$ cat src/rtl/MemoryBus.sv
// Bus command/result types shared by the platform slave mux and its peripherals.
package MemoryBus;

  typedef struct packed {
    logic [31:0] address;
    logic        mem_read;
    logic        mem_write;
    logic [3:0]  mask_byte;
    logic [31:0] write_data;
  } Cmd;

  typedef struct packed {
    logic [31:0] read_data;
  } Result;

endpackage

$ cat src/rtl/uart_mmio.sv
// Memory-mapped 8N1 UART: TX FIFO plus serializer; RX deserializer built only when
// UART_RX_EN is defined (otherwise rx is ignored and the RX status bits read 0).
module uart_mmio #(
  parameter int unsigned CLKS_PER_BIT = 16,
  parameter int unsigned FIFO_DEPTH   = 4
) (
  input  logic             clk,
  input  logic             rst,
  input  MemoryBus::Cmd    membuscmd,
  output MemoryBus::Result membusres,
  input  logic             rx,
  output logic             tx
);

  localparam int unsigned CW = $clog2(CLKS_PER_BIT);
  localparam int unsigned AW = $clog2(FIFO_DEPTH);
  localparam logic [CW-1:0] BIT_LAST = CW'(CLKS_PER_BIT - 1);

  typedef enum logic [1:0] {TX_IDLE, TX_START, TX_DATA, TX_STOP} tx_state_e;

  logic wr_byte, wr_ctrl, unused_bits;
  assign wr_byte     = membuscmd.mem_write & membuscmd.mask_byte[0];
  assign wr_ctrl     = membuscmd.mem_write & membuscmd.mask_byte[1];
  assign unused_bits = ^{membuscmd, rx};

  // ---------------- TX FIFO ----------------
  logic [7:0]    fifo_mem_q [FIFO_DEPTH];
  logic [AW-1:0] wptr_q, rptr_q;
  logic [AW:0]   fcnt_q;
  logic          fifo_full, fifo_empty, fifo_pop, push, drop;
  logic          tx_dropped_q;

  assign fifo_full  = (fcnt_q == (AW+1)'(FIFO_DEPTH));
  assign fifo_empty = (fcnt_q == '0);
  // A pop in the same cycle frees a slot, so a write to a full FIFO is still accepted.
  assign push = wr_byte & (~fifo_full | fifo_pop);
  assign drop = wr_byte & fifo_full & ~fifo_pop;

  always_ff @(posedge clk) begin
    if (push) fifo_mem_q[wptr_q] <= membuscmd.write_data[7:0];
  end

  always_ff @(posedge clk) begin
    if (rst) begin
      wptr_q       <= '0;
      rptr_q       <= '0;
      fcnt_q       <= '0;
      tx_dropped_q <= 1'b0;
    end else begin
      if (push)     wptr_q <= wptr_q + 1'b1;
      if (fifo_pop) rptr_q <= rptr_q + 1'b1;
      if (push && !fifo_pop)      fcnt_q <= fcnt_q + 1'b1;
      else if (!push && fifo_pop) fcnt_q <= fcnt_q - 1'b1;
      if (drop)                                       tx_dropped_q <= 1'b1;
      else if (wr_ctrl && membuscmd.write_data[12]) tx_dropped_q <= 1'b0;
    end
  end

  // ---------------- TX serializer ----------------
  tx_state_e     tx_state_q, tx_state_d;
  logic [CW-1:0] tx_cnt_q, tx_cnt_d;
  logic [2:0]    tx_bit_q, tx_bit_d;
  logic [7:0]    tx_shift_q, tx_shift_d;
  logic          tx_q, tx_d;

  always_ff @(posedge clk) begin
    if (rst) begin
      tx_state_q <= TX_IDLE;
      tx_cnt_q   <= '0;
      tx_bit_q   <= '0;
      tx_shift_q <= '0;
      tx_q       <= 1'b1;
    end else begin
      tx_state_q <= tx_state_d;
      tx_cnt_q   <= tx_cnt_d;
      tx_bit_q   <= tx_bit_d;
      tx_shift_q <= tx_shift_d;
      tx_q       <= tx_d;
    end
  end

  always_comb begin
    tx_state_d = tx_state_q;
    tx_cnt_d   = tx_cnt_q + 1'b1;
    tx_bit_d   = tx_bit_q;
    tx_shift_d = tx_shift_q;
    tx_d       = tx_q;
    fifo_pop   = 1'b0;
    unique case (tx_state_q)
      TX_IDLE: begin
        tx_cnt_d = '0;
        if (!fifo_empty) begin
          fifo_pop   = 1'b1;
          tx_shift_d = fifo_mem_q[rptr_q];
          tx_state_d = TX_START;
          tx_d       = 1'b0;
        end
      end
      TX_START: if (tx_cnt_q == BIT_LAST) begin
        tx_cnt_d   = '0;
        tx_bit_d   = '0;
        tx_d       = tx_shift_q[0];
        tx_shift_d = tx_shift_q >> 1;
        tx_state_d = TX_DATA;
      end
      TX_DATA: if (tx_cnt_q == BIT_LAST) begin
        tx_cnt_d = '0;
        if (tx_bit_q == 3'd7) begin
          tx_d       = 1'b1;
          tx_state_d = TX_STOP;
        end else begin
          tx_bit_d   = tx_bit_q + 1'b1;
          tx_d       = tx_shift_q[0];
          tx_shift_d = tx_shift_q >> 1;
        end
      end
      TX_STOP: if (tx_cnt_q == BIT_LAST) begin
        tx_cnt_d = '0;
        if (!fifo_empty) begin
          fifo_pop   = 1'b1;
          tx_shift_d = fifo_mem_q[rptr_q];
          tx_state_d = TX_START;
          tx_d       = 1'b0;
        end else begin
          tx_state_d = TX_IDLE;
        end
      end
      default: tx_state_d = TX_IDLE;
    endcase
  end

  assign tx = tx_q;

`ifdef UART_RX_EN
  // ---------------- RX deserializer ----------------
  typedef enum logic [1:0] {RX_IDLE, RX_START, RX_DATA, RX_STOP} rx_state_e;
  localparam logic [CW-1:0] BIT_HALF = CW'(CLKS_PER_BIT / 2 - 1);

  rx_state_e     rx_state_q, rx_state_d;
  logic [CW-1:0] rx_cnt_q, rx_cnt_d;
  logic [2:0]    rx_bit_q, rx_bit_d;
  logic [7:0]    rx_shift_q, rx_shift_d, rx_data_q;
  logic          rx_s1_q, rx_s2_q, rx_valid_q, rx_overrun_q, rx_ferr_q;
  logic          stop_ok, stop_bad, rx_pop;

  assign rx_pop = membuscmd.mem_read & membuscmd.mask_byte[0];

  always_ff @(posedge clk) begin
    if (rst) begin
      rx_s1_q      <= 1'b1;
      rx_s2_q      <= 1'b1;
      rx_state_q   <= RX_IDLE;
      rx_cnt_q     <= '0;
      rx_bit_q     <= '0;
      rx_shift_q   <= '0;
      rx_data_q    <= '0;
      rx_valid_q   <= 1'b0;
      rx_overrun_q <= 1'b0;
      rx_ferr_q    <= 1'b0;
    end else begin
      rx_s1_q    <= rx;
      rx_s2_q    <= rx_s1_q;
      rx_state_q <= rx_state_d;
      rx_cnt_q   <= rx_cnt_d;
      rx_bit_q   <= rx_bit_d;
      rx_shift_q <= rx_shift_d;
      if (stop_ok && (!rx_valid_q || rx_pop)) begin
        rx_data_q  <= rx_shift_q;
        rx_valid_q <= 1'b1;
      end else if (rx_pop) begin
        rx_valid_q <= 1'b0;
      end
      if (stop_ok && rx_valid_q && !rx_pop)          rx_overrun_q <= 1'b1;
      else if (wr_ctrl && membuscmd.write_data[9]) rx_overrun_q <= 1'b0;
      if (stop_bad)                                   rx_ferr_q <= 1'b1;
      else if (wr_ctrl && membuscmd.write_data[13]) rx_ferr_q <= 1'b0;
    end
  end

  always_comb begin
    rx_state_d = rx_state_q;
    rx_cnt_d   = rx_cnt_q + 1'b1;
    rx_bit_d   = rx_bit_q;
    rx_shift_d = rx_shift_q;
    stop_ok    = 1'b0;
    stop_bad   = 1'b0;
    unique case (rx_state_q)
      RX_IDLE: begin
        rx_cnt_d = '0;
        if (!rx_s2_q) rx_state_d = RX_START;
      end
      RX_START: if (rx_cnt_q == BIT_HALF) begin
        rx_cnt_d   = '0;
        rx_bit_d   = '0;
        rx_state_d = rx_s2_q ? RX_IDLE : RX_DATA;
      end
      RX_DATA: if (rx_cnt_q == BIT_LAST) begin
        rx_cnt_d   = '0;
        rx_shift_d = {rx_s2_q, rx_shift_q[7:1]};
        rx_bit_d   = rx_bit_q + 1'b1;
        if (rx_bit_q == 3'd7) rx_state_d = RX_STOP;
      end
      RX_STOP: if (rx_cnt_q == BIT_LAST) begin
        rx_cnt_d   = '0;
        stop_ok    = rx_s2_q;
        stop_bad   = ~rx_s2_q;
        rx_state_d = RX_IDLE;
      end
      default: rx_state_d = RX_IDLE;
    endcase
  end
`endif

  always_comb begin
    membusres           = '0;
    membusres.read_data[10]    = fifo_full;
    membusres.read_data[11]    = fifo_empty & (tx_state_q == TX_IDLE);
    membusres.read_data[12]    = tx_dropped_q;
    membusres.read_data[19:16] = 4'(fcnt_q);
`ifdef UART_RX_EN
    membusres.read_data[7:0]   = rx_data_q;
    membusres.read_data[8]     = rx_valid_q;
    membusres.read_data[9]     = rx_overrun_q;
    membusres.read_data[13]    = rx_ferr_q;
`endif
  end

endmodule

$ cat config.mk
export PLATFORM = sky130hd
export DESIGN_NAME = uart_mmio
export DESIGN_NICKNAME = d
export VERILOG_FILES = /design/src/rtl/MemoryBus.sv /design/src/rtl/uart_mmio.sv
export SDC_FILE = /design/constraint.sdc
export NUM_CORES = 1
export LEC_CHECK = 0
export ABC_AREA = 1
export CAP_MARGIN = 20
export CORE_ASPECT_RATIO = 1.2
export CORE_MARGIN = 2
export CORE_UTILIZATION = 48
export DETAILED_ROUTE_END_ITERATION = 10
export GPL_ROUTABILITY_DRIVEN = 0
export HOLD_SLACK_MARGIN = 0.06
export MAX_ROUTING_LAYER = met4
export PLACE_DENSITY = 0.91
export SYNTH_ARGS = -nofsm -noshare
export SYNTH_HDL_FRONTEND = slang
export SYNTH_SLANG_ARGS = --single-unit
export TNS_END_PERCENT = 10
$ cat constraint.sdc
create_clock -name clk -period 5.7 [get_ports clk]
set_input_delay 1.425 -clock clk [delete_from_list [all_inputs] [get_ports clk]]
set_output_delay 1.425 -clock clk [all_outputs]
set_load 0.005 [all_outputs]
### Cell outlines without signal wires

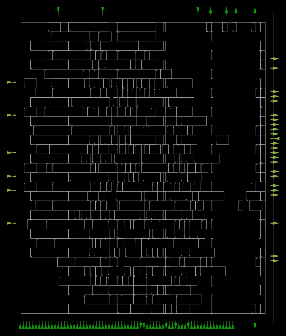
tap cells: 82
Util after Layout: 55.1%
Finished Layout Cells: 424
row count: 31

### Pin placement

Drawn at 6 px/um. Pins as bars across the die edge, other pins in grey.
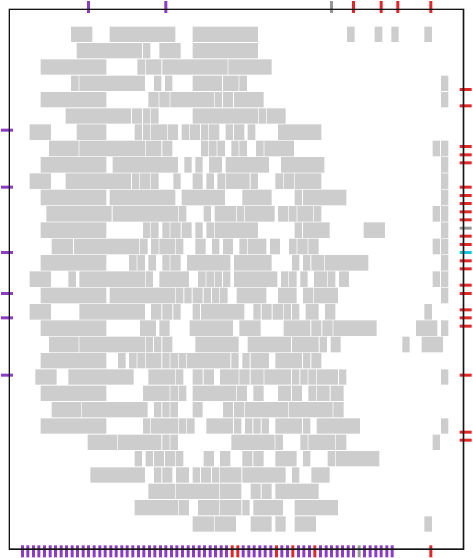
cyan -> tx  # pins 1, direction output, edge east
red -> membusres  # pins 32, direction output, edge 22 east, 6 south, 4 north
purple -> membuscmd  # pins 70, direction input, edge 62 south, 6 west, 2 north
all pins by edge = 69 south, 24 east, 7 north, 6 west

### Signal wires by layer

Drawn at 6 px/um. Two of the layers only.
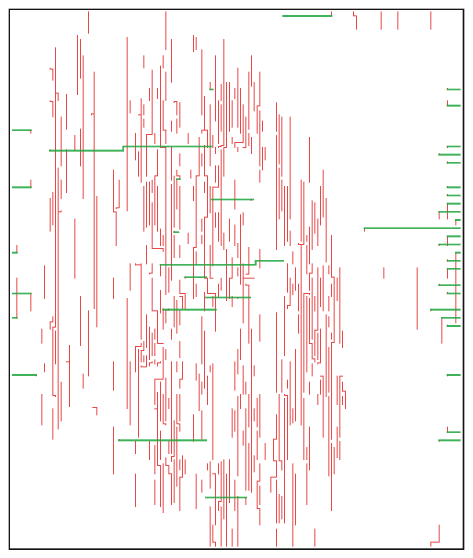
red -> metal 2  # wire length 2440 um
green -> metal 3  # wire length 191 um

### Sizing map

Drawn at 6 px/um.
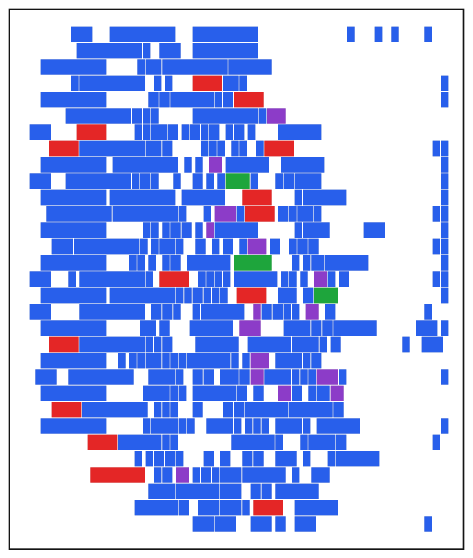
blue -> _0 and _1 cells  # cells 310, share 91%
red -> _6 and larger  # cells 14, share 4.1%
purple -> _2 cells  # cells 15, share 4.4%
green -> _3 and _4 cells  # cells 3, share 0.88%

==> Slide: Implementation Results <==
Key Metrics from the Run

Final timing
  • Setup ws final: 2.49 ns

Finish
  • Ratio of cells with drive above 1 in the final layout: 9.36%
  • Seq/total area: a little under half
  • Non-clk invs: 35
  • Multi-input combinational area share: 34.2%
  • FF+latch area: 1520 um2

Min path
  • Hold Crit Class: flop to flop
  • Min-delay src: tx_cnt_q[0]

Logic synthesis
  • Yosys adder share: under 10%
  • Ys flops: about 60

Setup path
  • Worst path slowest cell: clkdlybuf4s50_1
  • Critical Path End Type: flop

Outcome
  • Status: finished, final reports clean

Floorplan
  • Core ar.: 5970 um2
  • Die Wd: 75.4 um

Pwr
  • Flop pwr share: between 30% and 40%
  • Sw frac: 35.4%

CTS
  • Root Driver: clkbuf_8

Global routing
  • M1 GR Usage: about 17%
  • Total GRT Usage: 16.3%
Power is estimated from default activity; no workload was simulated.
